**Metal 1**

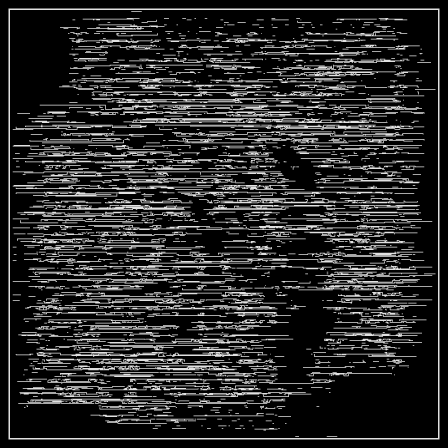
**The metal 2 layer**

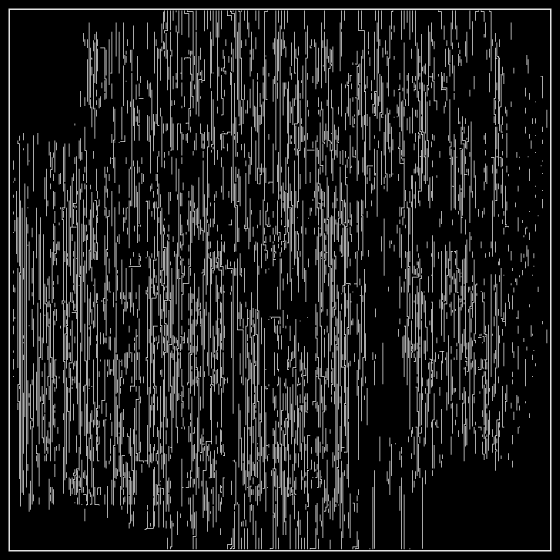
**M3 wires**

Bar = 50 um. Cells faint in the background.
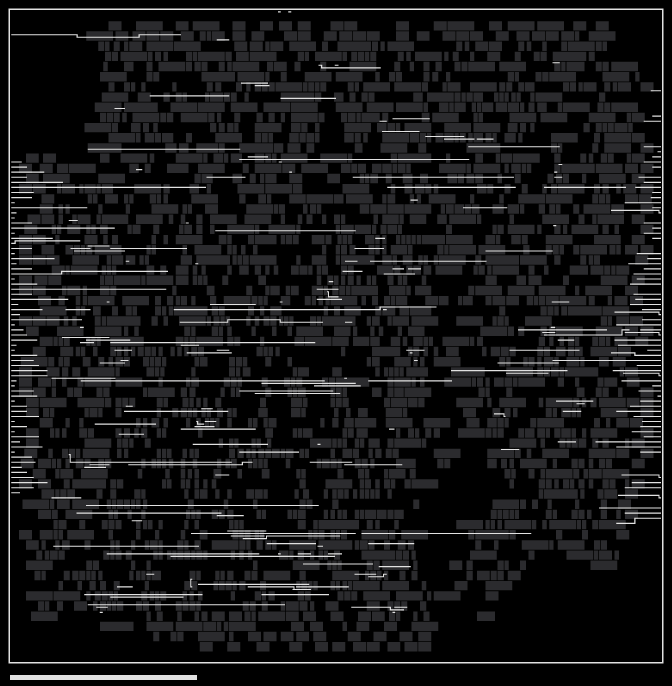
--- src/rtl/mem_ctrl_pkg.sv ---
// Shared definitions for the memory controller: request lengths, FSM states,
// request sources and the IO address prefix.
package mem_ctrl_pkg;

  localparam logic [2:0] REQUIRE8  = 3'd1;
  localparam logic [2:0] REQUIRE16 = 3'd2;
  localparam logic [2:0] REQUIRE32 = 3'd4;

  localparam int unsigned LSBINSTRLEN_W = 3;
  typedef logic [LSBINSTRLEN_W-1:0] lsb_instr_len_t;

  localparam logic [1:0] IO_PREFIX = 2'b11;

  typedef enum logic [1:0] {
    MC_IDLE,
    MC_READ,
    MC_WRITE,
    MC_DONE
  } mc_state_t;

  typedef enum logic [1:0] {
    SRC_NONE,
    SRC_LOAD,
    SRC_FETCH,
    SRC_STORE
  } mc_src_t;

  // Anything other than a byte or halfword request is serviced as a word.
  function automatic lsb_instr_len_t norm_len(input lsb_instr_len_t len);
    if (len == REQUIRE8 || len == REQUIRE16) return len;
    return REQUIRE32;
  endfunction

endpackage

--- src/rtl/mem_ctrl.sv ---
// Byte-serial RAM/IO port controller arbitrating the load/store buffer and the
// instruction fetcher; assembles little-endian reads and splits stores.
module mem_ctrl
  import mem_ctrl_pkg::*;
#(
  parameter int unsigned ADDR_W    = 32,
  parameter int unsigned IO_BIT_HI = 17
) (
  input  logic              clk,
  input  logic              rst,
  input  logic              rdy,
  input  logic              jump_wrong,
  input  logic              io_buffer_full,
  input  logic [7:0]        mem_din,
  output logic [7:0]        mem_dout,
  output logic [ADDR_W-1:0] mem_a,
  output logic              mem_wr,
  input  logic              if_read_signal,
  input  logic [ADDR_W-1:0] if_addr,
  output logic              mem_if_success,
  output logic [31:0]       mem_if_instr,
  input  logic              lsb_read_signal,
  input  logic              lsb_write_signal,
  input  logic [2:0]        requiring_length,
  input  logic [ADDR_W-1:0] to_mem_addr,
  input  logic [31:0]       to_mem_data,
  output logic              mem_load_success,
  output logic              mem_store_success,
  output logic [31:0]       from_mem_data
);

  mc_state_t        state, state_next;
  mc_src_t          src_q;
  logic [ADDR_W-1:0] base_q;
  lsb_instr_len_t   len_q;
  logic [2:0]       idx_q;
  logic [31:0]      data_q;
  logic [31:0]      rbuf_q;
  logic             io_q;

  logic             req_is_io;
  logic             accept_wr, accept_load, accept_fetch;
  logic             wr_blocked;
  logic [1:0]       rd_pos, wr_cur_pos, wr_nxt_pos;
  logic [31:0]      rd_word;
  logic [7:0]       wr_cur_byte, wr_nxt_byte;

  assign req_is_io  = (to_mem_addr[IO_BIT_HI -: 2] == IO_PREFIX);
  assign wr_blocked = io_q && io_buffer_full;

  always_comb begin
    state_next   = state;
    accept_wr    = 1'b0;
    accept_load  = 1'b0;
    accept_fetch = 1'b0;
    case (state)
      MC_IDLE: begin
        // A stalled IO store keeps ownership of the port; reads wait behind it.
        if (lsb_write_signal) begin
          if (!(req_is_io && io_buffer_full)) begin
            accept_wr  = 1'b1;
            state_next = MC_WRITE;
          end
        end else if (!jump_wrong) begin
          if (lsb_read_signal) begin
            accept_load = 1'b1;
            state_next  = MC_READ;
          end else if (if_read_signal) begin
            accept_fetch = 1'b1;
            state_next   = MC_READ;
          end
        end
      end
      MC_READ: begin
        if (jump_wrong)           state_next = MC_IDLE;
        else if (idx_q == len_q)  state_next = MC_DONE;
      end
      MC_WRITE: begin
        if (mem_wr && idx_q == len_q - 3'd1) state_next = MC_DONE;
      end
      default: state_next = MC_IDLE;
    endcase
  end

  // Byte captured this edge belongs to position idx-1 (idx==4 wraps to 3).
  always_comb begin
    rd_pos     = 2'(idx_q - 3'd1);
    wr_cur_pos = idx_q[1:0];
    wr_nxt_pos = idx_q[1:0] + 2'd1;
    rd_word    = rbuf_q;
    rd_word[{rd_pos, 3'b000} +: 8] = mem_din;
    wr_cur_byte = data_q[{wr_cur_pos, 3'b000} +: 8];
    wr_nxt_byte = data_q[{wr_nxt_pos, 3'b000} +: 8];
  end

  always_ff @(posedge clk) begin
    if (rst)      state <= MC_IDLE;
    else if (rdy) state <= state_next;
  end

  always_ff @(posedge clk) begin
    if (rst) begin
      src_q             <= SRC_NONE;
      base_q            <= '0;
      len_q             <= '0;
      idx_q             <= '0;
      data_q            <= '0;
      rbuf_q            <= '0;
      io_q              <= 1'b0;
      mem_a             <= '0;
      mem_wr            <= 1'b0;
      mem_dout          <= '0;
      mem_if_success    <= 1'b0;
      mem_load_success  <= 1'b0;
      mem_store_success <= 1'b0;
      mem_if_instr      <= '0;
      from_mem_data     <= '0;
    end else if (rdy) begin
      mem_if_success    <= 1'b0;
      mem_load_success  <= 1'b0;
      mem_store_success <= 1'b0;
      case (state)
        MC_IDLE: begin
          if (accept_wr) begin
            src_q    <= SRC_STORE;
            base_q   <= to_mem_addr;
            len_q    <= norm_len(requiring_length);
            data_q   <= to_mem_data;
            io_q     <= req_is_io;
            idx_q    <= '0;
            mem_a    <= to_mem_addr;
            mem_dout <= to_mem_data[7:0];
            mem_wr   <= 1'b1;
          end else if (accept_load || accept_fetch) begin
            src_q  <= accept_load ? SRC_LOAD : SRC_FETCH;
            base_q <= accept_load ? to_mem_addr : if_addr;
            len_q  <= accept_load ? norm_len(requiring_length) : REQUIRE32;
            mem_a  <= accept_load ? to_mem_addr : if_addr;
            io_q   <= 1'b0;
            idx_q  <= '0;
            rbuf_q <= '0;
            mem_wr <= 1'b0;
          end
        end
        MC_READ: begin
          mem_wr <= 1'b0;
          if (!jump_wrong) begin
            if (idx_q != 3'd0) rbuf_q <= rd_word;
            if ((idx_q + 3'd1) < len_q) mem_a <= base_q + ADDR_W'(idx_q + 3'd1);
            if (idx_q == len_q) begin
              if (src_q == SRC_FETCH) begin
                mem_if_instr   <= rd_word;
                mem_if_success <= 1'b1;
              end else begin
                from_mem_data    <= rd_word;
                mem_load_success <= 1'b1;
              end
            end else begin
              idx_q <= idx_q + 3'd1;
            end
          end
        end
        MC_WRITE: begin
          if (mem_wr) begin
            if (idx_q == len_q - 3'd1) begin
              mem_wr            <= 1'b0;
              mem_store_success <= 1'b1;
            end else begin
              idx_q <= idx_q + 3'd1;
              if (wr_blocked) begin
                mem_wr <= 1'b0;
              end else begin
                mem_a    <= base_q + ADDR_W'(idx_q + 3'd1);
                mem_dout <= wr_nxt_byte;
              end
            end
          end else if (!wr_blocked) begin
            mem_wr   <= 1'b1;
            mem_a    <= base_q + ADDR_W'(idx_q);
            mem_dout <= wr_cur_byte;
          end
        end
        default: mem_wr <= 1'b0;
      endcase
    end
  end

endmodule

--- config.mk ---
export PLATFORM = sky130hd
export DESIGN_NAME = mem_ctrl
export DESIGN_NICKNAME = d
export VERILOG_FILES = /design/src/rtl/mem_ctrl_pkg.sv /design/src/rtl/mem_ctrl.sv
export SDC_FILE = /design/constraint.sdc
export NUM_CORES = 1
export LEC_CHECK = 0
export ABC_AREA = 1
export CORE_MARGIN = 2
export CORE_UTILIZATION = 40
export DETAILED_ROUTE_END_ITERATION = 12
export PLACE_DENSITY = 0.63
export SYNTH_ARGS = -nofsm -noshare
export SYNTH_HDL_FRONTEND = slang
export SYNTH_SLANG_ARGS = --single-unit
--- constraint.sdc ---
create_clock -name clk -period 2.6 [get_ports clk]
set_clock_uncertainty 0.05 [all_clocks]
set_input_delay 0.52 -clock clk [delete_from_list [all_inputs] [get_ports clk]]
set_output_delay 0.52 -clock clk [all_outputs]
set_load 0.01 [all_outputs]
==> results.toml <==
# physical design summary
[power]
pg_seq_mw = 3.89
powerComb_mw = 3.04
seq_power_share_pct = 37.1
p_sw_share_pct = 34.4
p_leak_nw = 5.90
internal_power_mw = 6.87
powerDensity_mw_per_mm2 = 691
clock_power_share_pct = 33.9

[logic_synthesis]
synthFlopType = "dfxtp_1"
mux_share_pct = 0.604
top_cells_by_count = "nand2_1, inv_1, dfxtp_1"
xor_share_pct = 0.529
synth-edff-count = 0
yosys_area_mm2 = 0.0116
synth_warnings = 0
synth-simple-area-share_pct = 24.3
ys_seq_share_pct = 37.1
postSynthAreaPerCell_um2 = 6.69
top_cell = "nand2_1"

[layout]
area_growth_pct = 31.0
sh_comb_area_pct = 39.6
area.sequential_mm2 = 0.00431
nNetsFinal = 2062
fin_cells = 2329
mi_logic_area_mm2 = 0.00601
clock_buffers = 31
lay_top_cells = "nand2_1, clkdlybuf4s50_1, inv_1, dfxtp_1, a21oi_1"
logic_gates = 1190
n_all_inverters = 229
flops = 215
antennaDiodeCount = 0
signal_buffers = 264
stdcell_area_mm2 = 0.0152
layout.nonclk_buf_share_pct = 17.7
clk_share_pct = 5.51

[cts]
cts_made_buffers = 26
path_clk_slew_ns = 0.06
hold_buffers = 0
cts_tree = "yes"
root_buffer = "clkbuf_16"
cts_max_level = 1

[critical_path]
cp-start-kind = "flop"
reg2reg_depth = 11
cp.depth = 11
worst_path_dominant_cell_family = "simple AND/OR/NAND/NOR gates"
crit_slowest_cell = "dfxtp_1"
cp_max_fo = 6
crit_end = "mem_a[12]"
r2r_start = "base_q[0]"
worstSetupPathType = "flop to flop"
critical_path_arrival_ns = 2.80
crit_buf_inv = 0
path_common_cell = "nand3_1"
setup.worst_path.start = "base_q[0]"
critPathRequiredTime_ns = 2.95

[worst_hold_path]
hold_path_class = "flop to flop"
hold_start = "mem_if_instr[11]"
whs_path_depth = 2

[run_status]
status = "finished, final reports clean"

[placed_design]
dpl.cell_count = 2281
dp_hpwl_mm = 28.5
dp_slack_ns = 0.115
place_area_mm2 = 0.0143

[drt]
top_layer = "met4"
m1WireLength_mm = 18.2
vias_per_cell = 5.22
ant_nets = 0
wl_met2_mm = 17.5

[final_timing]
worst_hold_slack_ns = 0.391
report.final.slew_viol_count = 0
fmaxAchievable_mhz = 409
rsz0062_at_grt = "no"
worstMarginPinSlew_ns = 0.611

[global_route]
gr-max-usage-layer = "met2"
grt_max_degree = 77
overflow = 0
grt_pass1_vias = 11300

[job]
tool_warnings = 36

[floorplan]
pin_count = 223
taps = 384
core_area_mm2 = 0.0286
die_height_um = 174
## Picture notes: 'metal 1'
The layer carries 18200 um of wire. The wires run mostly horizontal. The longest straight run is 53.5 um. The layer holds 46% of the routed length.

## Picture notes: 'the metal 2 layer'
The longest straight run is 91.8 um. The layer holds 44% of the routed length.

## Picture notes: 'M3 wires'
The layer carries 3070 um of wire. The wires run mostly horizontal. 223 nets have wire on it.
GR met3 Demand/Resource: 5.16%
DR vias: 12200
drt total wl: 39.7 mm

